$ cat src/rtl/wb_trace_pkg.sv
// Shared helpers for the Wishbone trace buffer: entry layout and width helpers.
// Entry layout, MSB to LSB: {ch, we, adr, dat, ts}.
package wb_trace_pkg;

  function automatic int unsigned clog2_min1(input int unsigned n);
    return (n <= 1) ? 1 : $clog2(n);
  endfunction

  function automatic int unsigned entry_width(input int unsigned chw, input int unsigned adr_w,
                                              input int unsigned dat_w, input int unsigned ts_w);
    return chw + 1 + adr_w + dat_w + ts_w;
  endfunction

  localparam int unsigned TsOff = 0;

  function automatic int unsigned dat_off(input int unsigned ts_w);
    return TsOff + ts_w;
  endfunction

  function automatic int unsigned adr_off(input int unsigned ts_w, input int unsigned dat_w);
    return dat_off(ts_w) + dat_w;
  endfunction

  function automatic int unsigned we_off(input int unsigned ts_w, input int unsigned dat_w,
                                         input int unsigned adr_w);
    return adr_off(ts_w, dat_w) + adr_w;
  endfunction

  function automatic int unsigned ch_off(input int unsigned ts_w, input int unsigned dat_w,
                                         input int unsigned adr_w);
    return we_off(ts_w, dat_w, adr_w) + 1;
  endfunction

endpackage

$ cat src/rtl/wb_trace_fifo.sv
// Generic first-word-fall-through FIFO; head is read combinationally from storage.
module wb_trace_fifo #(
  parameter int unsigned WIDTH = 8,
  parameter int unsigned DEPTH = 16
) (
  input  logic                     clk,
  input  logic                     reset_n,
  input  logic                     clear,
  input  logic                     push,
  input  logic [WIDTH-1:0]         push_data,
  input  logic                     pop,
  output logic [WIDTH-1:0]         head,
  output logic [$clog2(DEPTH):0]   level,
  output logic                     full,
  output logic                     empty
);

  localparam int unsigned AW = $clog2(DEPTH);

  logic [WIDTH-1:0] mem_q [DEPTH];
  logic [AW-1:0]    wr_ptr_q, wr_ptr_d;
  logic [AW-1:0]    rd_ptr_q, rd_ptr_d;
  logic [AW:0]      level_q, level_d;
  logic             do_push, do_pop;

  assign empty   = (level_q == '0);
  assign full    = (level_q == (AW + 1)'(DEPTH));
  assign do_pop  = pop && !empty;
  // A full FIFO still accepts a push when the head leaves in the same cycle.
  assign do_push = push && (!full || do_pop);
  assign head    = mem_q[rd_ptr_q];
  assign level   = level_q;

  always_comb begin
    wr_ptr_d = wr_ptr_q;
    rd_ptr_d = rd_ptr_q;
    level_d  = level_q;
    if (clear) begin
      wr_ptr_d = '0;
      rd_ptr_d = '0;
      level_d  = '0;
    end else begin
      if (do_push) wr_ptr_d = wr_ptr_q + 1'b1;
      if (do_pop)  rd_ptr_d = rd_ptr_q + 1'b1;
      unique case ({do_push, do_pop})
        2'b10:   level_d = level_q + 1'b1;
        2'b01:   level_d = level_q - 1'b1;
        default: level_d = level_q;
      endcase
    end
  end

  always_ff @(posedge clk or negedge reset_n) begin
    if (!reset_n) begin
      for (int i = 0; i < int'(DEPTH); i++) mem_q[i] <= '0;
      wr_ptr_q <= '0;
      rd_ptr_q <= '0;
      level_q  <= '0;
    end else begin
      if (do_push && !clear) mem_q[wr_ptr_q] <= push_data;
      wr_ptr_q <= wr_ptr_d;
      rd_ptr_q <= rd_ptr_d;
      level_q  <= level_d;
    end
  end

endmodule

$ cat src/rtl/wb_trace_buffer.sv
// Snoops N_CH Wishbone masters, holds one pending entry per channel and arbitrates
// them round-robin into a trace FIFO drained through a valid/ready port.
module wb_trace_buffer
  import wb_trace_pkg::*;
#(
  parameter int unsigned N_CH  = 2,
  parameter int unsigned ADR_W = 32,
  parameter int unsigned DAT_W = 32,
  parameter int unsigned DEPTH = 16,
  parameter int unsigned TS_W  = 16,
  parameter int unsigned OVF_W = 16
) (
  input  logic                          clk,
  input  logic                          reset_n,
  input  logic                          enable,
  input  logic                          clear,
  input  logic [N_CH-1:0]               ch_ack,
  input  logic [N_CH-1:0]               ch_we,
  input  logic [N_CH*ADR_W-1:0]         ch_adr,
  input  logic [N_CH*DAT_W-1:0]         ch_dat_w,
  input  logic [N_CH*DAT_W-1:0]         ch_dat_r,
  output logic                          rd_valid,
  input  logic                          rd_ready,
  output logic [clog2_min1(N_CH)-1:0]   rd_ch,
  output logic                          rd_we,
  output logic [ADR_W-1:0]              rd_adr,
  output logic [DAT_W-1:0]              rd_dat,
  output logic [TS_W-1:0]               rd_ts,
  output logic [$clog2(DEPTH):0]        level,
  output logic [OVF_W-1:0]              overflow_cnt
);

  localparam int unsigned CHW    = clog2_min1(N_CH);
  localparam int unsigned EW     = entry_width(CHW, ADR_W, DAT_W, TS_W);
  localparam int unsigned OffDat = dat_off(TS_W);
  localparam int unsigned OffAdr = adr_off(TS_W, DAT_W);
  localparam int unsigned OffWe  = we_off(TS_W, DAT_W, ADR_W);
  localparam int unsigned OffCh  = ch_off(TS_W, DAT_W, ADR_W);

  logic [N_CH-1:0]  slot_vld_q, slot_vld_d;
  logic [EW-1:0]    slot_q [N_CH];
  logic [EW-1:0]    slot_d [N_CH];
  logic [TS_W-1:0]  ts_q, ts_d;
  logic [CHW-1:0]   rr_q, rr_d;
  logic [OVF_W-1:0] ovf_q, ovf_d;
  logic [OVF_W:0]   ovf_sum;
  logic [CHW:0]     drops;

  logic             gnt_vld;
  logic [CHW-1:0]   gnt_idx;
  logic [CHW-1:0]   scan_idx;
  logic             push, pop, fifo_full, fifo_empty;
  logic [EW-1:0]    head;

  // First occupied slot strictly after the last granted channel, wrapping.
  always_comb begin
    gnt_vld  = 1'b0;
    gnt_idx  = '0;
    scan_idx = '0;
    for (int unsigned k = 1; k <= N_CH; k++) begin
      scan_idx = CHW'((32'(rr_q) + k) % N_CH);
      if (!gnt_vld && slot_vld_q[scan_idx]) begin
        gnt_vld = 1'b1;
        gnt_idx = scan_idx;
      end
    end
  end

  assign pop  = rd_valid && rd_ready && !clear;
  assign push = gnt_vld && (!fifo_full || pop) && !clear;

  always_comb begin
    slot_vld_d = slot_vld_q;
    rr_d       = rr_q;
    drops      = '0;
    for (int i = 0; i < int'(N_CH); i++) slot_d[i] = slot_q[i];
    if (push) begin
      rr_d                = gnt_idx;
      slot_vld_d[gnt_idx] = 1'b0;
    end
    // A slot freed by this cycle's grant can be refilled at the same edge.
    for (int i = 0; i < int'(N_CH); i++) begin
      if (enable && ch_ack[i]) begin
        if (!slot_vld_d[i]) begin
          slot_vld_d[i] = 1'b1;
          slot_d[i]     = {CHW'(i), ch_we[i], ch_adr[i*ADR_W +: ADR_W],
                           ch_we[i] ? ch_dat_w[i*DAT_W +: DAT_W] : ch_dat_r[i*DAT_W +: DAT_W],
                           ts_q};
        end else begin
          drops = drops + (CHW + 1)'(1);
        end
      end
    end
    ovf_sum = {1'b0, ovf_q} + (OVF_W + 1)'(drops);
    ovf_d   = ovf_sum[OVF_W] ? '1 : ovf_sum[OVF_W-1:0];
    ts_d    = ts_q + 1'b1;
    if (clear) begin
      slot_vld_d = '0;
      ovf_d      = '0;
      ts_d       = '0;
    end
  end

  always_ff @(posedge clk or negedge reset_n) begin
    if (!reset_n) begin
      slot_vld_q <= '0;
      for (int i = 0; i < int'(N_CH); i++) slot_q[i] <= '0;
      ts_q       <= '0;
      rr_q       <= CHW'(N_CH - 1);
      ovf_q      <= '0;
    end else begin
      slot_vld_q <= slot_vld_d;
      for (int i = 0; i < int'(N_CH); i++) slot_q[i] <= slot_d[i];
      ts_q       <= ts_d;
      rr_q       <= rr_d;
      ovf_q      <= ovf_d;
    end
  end

  wb_trace_fifo #(
    .WIDTH (EW),
    .DEPTH (DEPTH)
  ) u_fifo (
    .clk       (clk),
    .reset_n   (reset_n),
    .clear     (clear),
    .push      (push),
    .push_data (slot_q[gnt_idx]),
    .pop       (pop),
    .head      (head),
    .level     (level),
    .full      (fifo_full),
    .empty     (fifo_empty)
  );

  assign rd_valid     = !fifo_empty;
  assign rd_ch        = head[OffCh +: CHW];
  assign rd_we        = head[OffWe];
  assign rd_adr       = head[OffAdr +: ADR_W];
  assign rd_dat       = head[OffDat +: DAT_W];
  assign rd_ts        = head[TsOff +: TS_W];
  assign overflow_cnt = ovf_q;

endmodule

$ cat config.mk
export PLATFORM = sky130hd
export DESIGN_NAME = wb_trace_buffer
export DESIGN_NICKNAME = d
export VERILOG_FILES = /design/src/rtl/wb_trace_pkg.sv /design/src/rtl/wb_trace_fifo.sv /design/src/rtl/wb_trace_buffer.sv
export SDC_FILE = /design/constraint.sdc
export NUM_CORES = 2
export LEC_CHECK = 0
export ABC_AREA = 1
export CAP_MARGIN = 20
export CORE_MARGIN = 2
export CORE_UTILIZATION = 45
export CTS_CLUSTER_DIAMETER = 50
export DETAILED_ROUTE_END_ITERATION = 8
export PLACE_DENSITY = 0.68
export RECOVER_POWER = 50
export SETUP_SLACK_MARGIN = 0.2
export SYNTH_ARGS = -nofsm -noshare
export SYNTH_HDL_FRONTEND = slang
export SYNTH_SLANG_ARGS = --single-unit
$ cat constraint.sdc
create_clock -name clk -period 6.05 [get_ports clk]
set_input_delay 1.815 -clock clk [delete_from_list [all_inputs] [get_ports clk]]
set_output_delay 1.815 -clock clk [all_outputs]
set_load 0.1 [all_outputs]
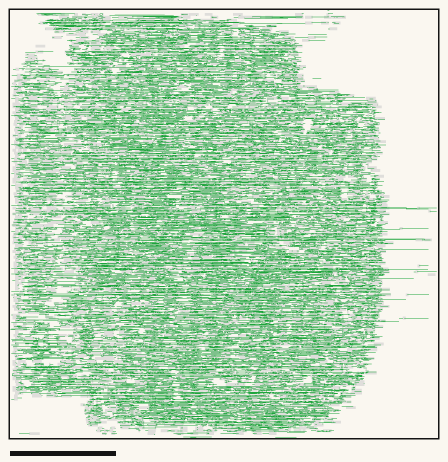
*Met1 routing*
Scale bar: 100 um. Cells faint in the background.
longest straight run: 133 um
share of all routed wire: 40%
nets with wire on the layer: 8,759
main direction: horizontal

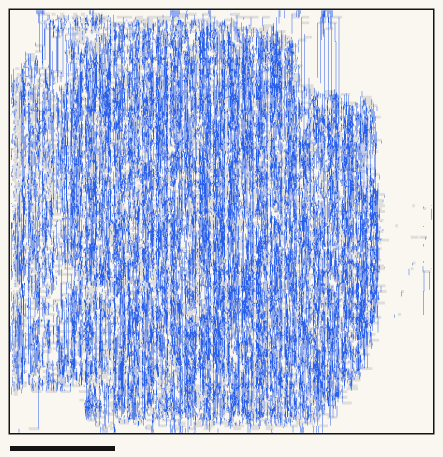
*Signal wires on met2*
Scale bar: 100 um. Cells faint in the background.
longest straight run: 121 um
main direction: vertical
wire length on this layer: 113 mm
nets with wire on the layer: 6,733

==> results.txt <==
yosys + openroad results -> Root Buffer clkbuf_16, aoi share 9.913%, flip-flops 1,523, Worst setup SP type flop, met2 WL post-DR approximately 110 mm, critical path data arrival time between 3 and 4 ns, Max FO, Critical Path 84, Hold Crit Start slot_q[81], Max-area cell share 53.28%, largest net degree at the start of global routing 190, Logic family by area simple AND/OR/NAND/NOR gates, GR met2 Demand/Resource 47.71%, clk ins delay skew pair 0.81 ns, ys flop type dfrtp_1, Worst Skew 0.03730 ns, register name with the most flops u_fifo.mem_q, inverters approximately 58, combinational gate count 7,128, RR Endpoint slot_q[144], critical path endpoint category output port, CP max stage cell buf_4, sequential element share of the synthesized area 53.31%, period utilisation layout a little over 90%, Chip Width 402.6 um, GRT overflow 0, actual slew at the worst max-slew pin 3.795 ns, FMAX roughly 180 MHz, Top power group sequential cells, IO buf count slightly above 300, hold_ws 0.4566 ns, Clock-cell share 6.640%, worst path bufs/invs 2, Cell Count Post-Placement 11,254, Setup TNS 0 ns, post_cts resized 0, maxcap violations 19, Power Total ~30 mW, final max-slew violation count 1,405, hold path depth 2, failing checks capacitance limit, slew limit, Seq pwr share between 30% and 40%, worst setup path endpoint rd_adr[31], Diodes inserted 0, fp_density 45.24%, CP cell instances buf_4 -> nor2_1 -> nor2_1 -> o21ai_0 -> a21oi_1 -> a21oi_1 -> o21ai_0 -> buf_12, Reg2Reg Depth 8, Synth mux share 1.008%, met1 Resource Use GR 42.23%, post-route ant nets 0, first-pass GRT wire length 383.8 mm, hold path endpoint slot_q[81], nets 9,567, Clk. pwr 10.2 mW, Core Util, Final 52.06%, XOR/XNOR Area Share 0.1593%, max FFs per register 1,312, DR top layer met5, CTS tree yes, DP Worst Slack 0.4188 ns, post-placement cell area 76,990 um^2, Hold Vio Cnt, Final 0, switching share of power a little over a third, biggest regs u_fifo.mem_q x1312, slot_q x163, total core area 158,000 um^2, Worst path depth 8, Worst VDD drop 265.4 uV, status finished, violations left, MI comb area approximately 30,000 um^2, gr usage total 30.65%, layout cells sized above 1 6.373%, r2r startpoint rr_q, Setup Buffers After CTS 0, combinational group share of total power 27.9%, Synth area leaders dfrtp_1 (53%), nand2_1 (24%), o21ai_0 (5.1%), routed vias/inst 5.677, first drt pass iteration count 8, Synth Area per Inst 7.595 um^2, routed wl met3 27.92 mm, count of library flops with an enable pin 0, Die H 402.6 um, count of tool warnings 46, ys async rst share 100.0%, Via Count 65,566
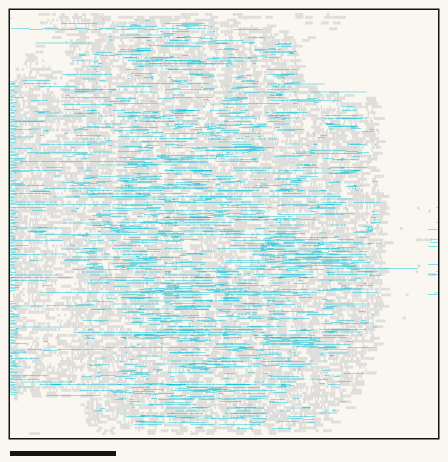
*Metal 3*
Scale bar: 100 um. Cells faint in the background.
nets with wire on the layer: 771
share of all routed wire: 11%
wire length on this layer: 27.9 mm
main direction: horizontal

Power is estimated from default activity; no workload was simulated.
